==> config.mk <==
export PLATFORM = sky130hd
export DESIGN_NAME = lsu_rmw
export DESIGN_NICKNAME = d
export VERILOG_FILES = /design/src/rtl/lsu_rmw.sv
export SDC_FILE = /design/constraint.sdc
export NUM_CORES = 1
export LEC_CHECK = 0
export CAP_MARGIN = 20
export CORE_MARGIN = 2
export CORE_UTILIZATION = 47
export CTS_CLUSTER_SIZE = 24
export DETAILED_ROUTE_END_ITERATION = 16
export PLACE_DENSITY_LB_ADDON = 0.05
export RECOVER_POWER = 25
export SYNTH_ARGS = -nofsm -noshare
export SYNTH_HDL_FRONTEND = slang
export SYNTH_SLANG_ARGS = --single-unit
==> constraint.sdc <==
create_clock -name clk -period 2.3 [get_ports clk]
set_input_delay 0.23 -clock clk [delete_from_list [all_inputs] [get_ports clk]]
set_output_delay 0.23 -clock clk [all_outputs]
set_load 0.01 [all_outputs]
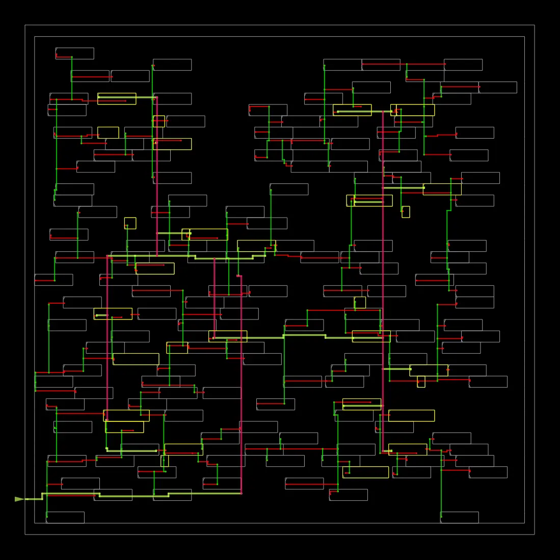
**Above:** run 1 (clock nets).
clk_skew: 0.00796 ns
clock-net power: 2.89 mW
Num CTS Buffers: 17
clkbuf count: 20

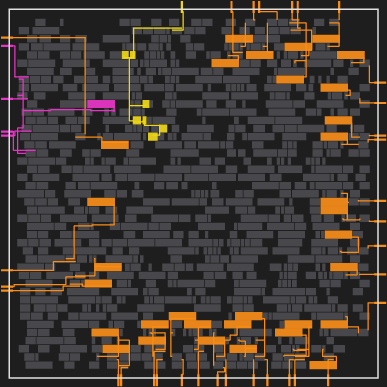
**Above:** run 1 (nets reached from selected ports).
(3 px per micron)
| port | colour | bits | direction | edge | end cells | wire |
|---|---|---|---|---|---|---|
| wmem | magenta | 4 | output | left | 1 | 110 microns |
| req_valid | yellow | 1 | input | top | 7 | 85.1 microns |
| rsp_data | orange | 32 | output | 13 bottom, 9 right, 6 top, 4 left | 32 | 781 microns |
Port Buffers: 208
IO Count: 211

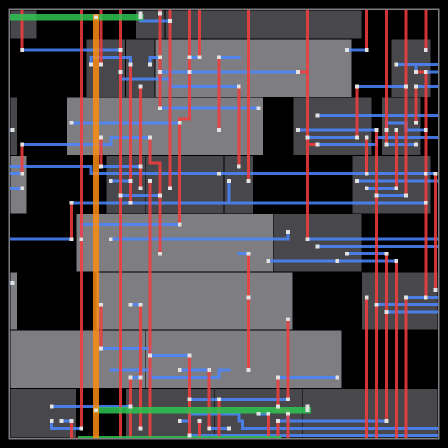
**Above:** run 1 (close-up of the layout).
Window x 82 to 102, y 82 to 102 microns. Cells in grey, sequential cells in the stronger grey; small squares are vias.
| layer | colour |
|---|---|
| met3 | green |
| met2 | red |
| met1 | blue |
| met4 | orange |
most frequent: dfrtp_1 (6)
cells with their middle in the window: 21
sequential cells in the window: 6

==> flow_summary_export.csv, run 1 <==
group,metric,value,unit
logic_synthesis,async_flop_share,1.00,
logic_synthesis,synthXorXnorAreaFrac,0,
worst_setup_path,crit_cells,5,
logic_synthesis,post-synth-top-area-cell,"dfrtp_1",
status,status,"finished, violations left",
grt,grt_first_pass_wirelength,26500,microns
clock_network,cts_tree,"done",
place,place_congestion,0.813,
timing,drv_slew,142,
detailed_routing,post-route-drc-count,0,
power_and_ir_drop,power-top-group,"combinational cells",
status,violations,"capacitance limit, slew limit",
logic_synthesis,yosys_most_used_dff,"dfrtp_1",
logic_synthesis,ys_cells,573,
logic_synthesis,ys_sh_aoi,0.0759,
grt,grt_usage,0.238,
timing,setup_viol_count_final,0,
power_and_ir_drop,power,14.0,mW
flow_run,cap_violations,1,
floorplan,fp_util,0.479,
floorplan,die-area,0.0150,sq mm
grt,grt_use_met2,0.394,
detailed_routing,top_layer,"met4",
floorplan,die_x,122,microns
--- run 2 (diff from run 1) ---
SLEW_MARGIN = 0   (was not set)
==> run 2 against run 1 <==
  * The run still ends with capacitance limit, slew limit left
  * Area after synthesis unchanged
  * Wire length unchanged
  * Worst hold slack stayed put
  * Non-clock buffer count did not move
  * Clock skew stayed put
  * Die size is the same
  * Cell count is the same
  * Critical endpoint unchanged
==> flow_summary_export.csv, run 2 <==
group,metric,value,unit
status,status,"finished, violations left",
power_and_ir_drop,clk-power,2.89,mW
detailed_routing,post-route-drc-count,0,
status,violations,"capacitance limit, slew limit",
power_and_ir_drop,power-top-group,"combinational cells",
final_layout,diodes,0,
detailed_routing,wl_met1,6750,microns
timing,drv_slew,142,
final_layout,clock_buffer_count,20,
detailed_routing,firstDrtPassIters,4,
clock_network,clkTransAtPathRegs,0.06,ns
power_and_ir_drop,power,14.0,mW
logic_synthesis,yosys_most_used_dff,"dfrtp_1",
place,numPortBuffers,208,
grt,grt_use_met2,0.394,
worst_setup_path,slowest_stage,"clkdlybuf4s50_1",
timing,fin_setup_tns,0,ns
timing,skew,0.00796,ns
final_layout,nNonClkBuffers,225,
floorplan,fp_util,0.479,
grt,grt_usage,0.238,
power_and_ir_drop,swShare,0.347,
timing,setup_viol_count_final,0,
grt,grt.met1_usage,0.279,
flow_run,cap_violations,1,
final_layout,fin_area,0.00950,sq mm
clock_network,numCtsBuffers,17,
floorplan,io-pin-count,211,
timing,finalHoldViolations,0,
logic_synthesis,common_cells,"dfrtp_1 (141), nand2_1 (85), mux2i_1 (66)",
logic_synthesis,ys_cells,573,
logic_synthesis,synthXorXnorAreaFrac,0,
place,place_congestion,0.813,
logic_synthesis,async_flop_share,1.00,
grt,grt_first_pass_wirelength,26500,microns
logic_synthesis,post-synth-top-area-cell,"dfrtp_1",
floorplan,die_x,122,microns
floorplan,die-area,0.0150,sq mm
clock_network,cts_tree,"done",
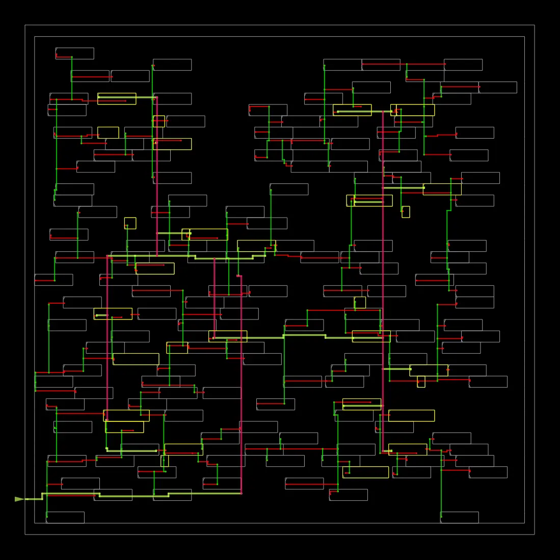
**Above:** run 2 (clock nets).
clk ins delay skew pair: 0.42 ns
sinks on the clock net: 141

--- run 3 (diff from run 2) ---
CORE_MARGIN = not set   (was 2)
TNS_END_PERCENT = 5   (was not set)
==> run 3 against run 2 <==
  * The flow still finishes with violations (capacitance limit, slew limit)
  * Sequential power is essentially flat
  * Final area shrank 1.2%
  * Cell count shrank 0.82%
  * Worst hold slack gained 0.0078 ns
  * Total power shrank 3.2%
  * Register-to-register slack lost 0.17 ns
  * Synthesized cell count is the same
  * Clock skew shrank 0.0029 ns
  * Largest power group unchanged
==> flow_summary_export.csv, run 3 <==
group,metric,value,unit
detailed_routing,post-route-drc-count,0,
grt,grt_first_pass_wirelength,26500,microns
grt,grt.met1_usage,0.277,
timing,post-route-period-util,0.958,
clock_network,cts_tree,"done",
place,place_congestion,0.825,
worst_setup_path,critPathLaunchType,"register",
flow_run,cap_violations,1,
detailed_routing,firstDrtPassIters,4,
logic_synthesis,common_cells,"dfrtp_1 (141), nand2_1 (85), mux2i_1 (66)",
final_layout,clock_buffer_count,27,
power_and_ir_drop,power,13.5,mW
timing,finalHoldViolations,0,
power_and_ir_drop,power-top-group,"combinational cells",
status,status,"finished, violations left",
clock_network,cts_sinks,141,
grt,grt_use_met2,0.412,
floorplan,io-pin-count,211,
clock_network,clkTransAtPathRegs,0.05,ns
timing,skew,0.00506,ns
power_and_ir_drop,clk-power,2.45,mW
grt,grt.overflow.total,0,
clock_network,clk-insertion-delay-late,0.41,ns
worst_setup_path,r2r_cells,7,
status,violations,"capacitance limit, slew limit",
final_layout,nNonClkBuffers,225,
logic_synthesis,ys_cells,573,
detailed_routing,wl_met1,6560,microns
logic_synthesis,mappedNetlistArea,0.00660,sq mm
logic_synthesis,post-synth-top-area-cell,"dfrtp_1",
logic_synthesis,yosys_most_used_dff,"dfrtp_1",
place,numPortBuffers,208,
timing,fin_setup_tns,0,ns
grt,grt_usage,0.243,
timing,setup_viol_count_final,0,
timing,drv_slew,142,
power_and_ir_drop,swShare,0.352,
power_and_ir_drop,seq_power_share,0.341,
logic_synthesis,async_flop_share,1.00,
final_layout,diodes,0,
floorplan,fp_util,0.490,
floorplan,die-area,0.0145,sq mm
worst_setup_path,cp.arrival,1.97,ns
final_layout,fin_area,0.00939,sq mm
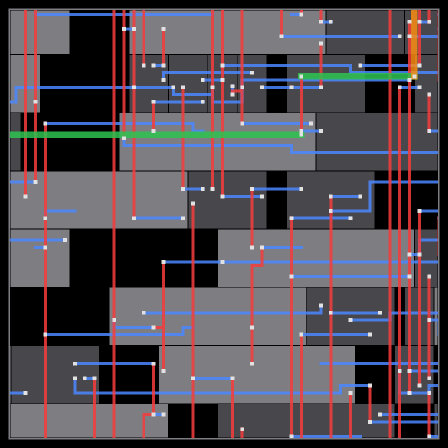
**Above:** run 3 (close-up of the layout).
Window x 80 to 100, y 80 to 100 microns. Cells in grey, sequential cells in the stronger grey; small squares are vias.
| layer | colour |
|---|---|
| met3 | green |
| met4 | orange |
| met2 | red |
| met1 | blue |
sequential cells in the window: 7
cells with their middle in the window: 23
most frequent: dfrtp_1 (7), o21ai_1 (4)

No activity file was given, so power comes from the tool's default toggle rates.
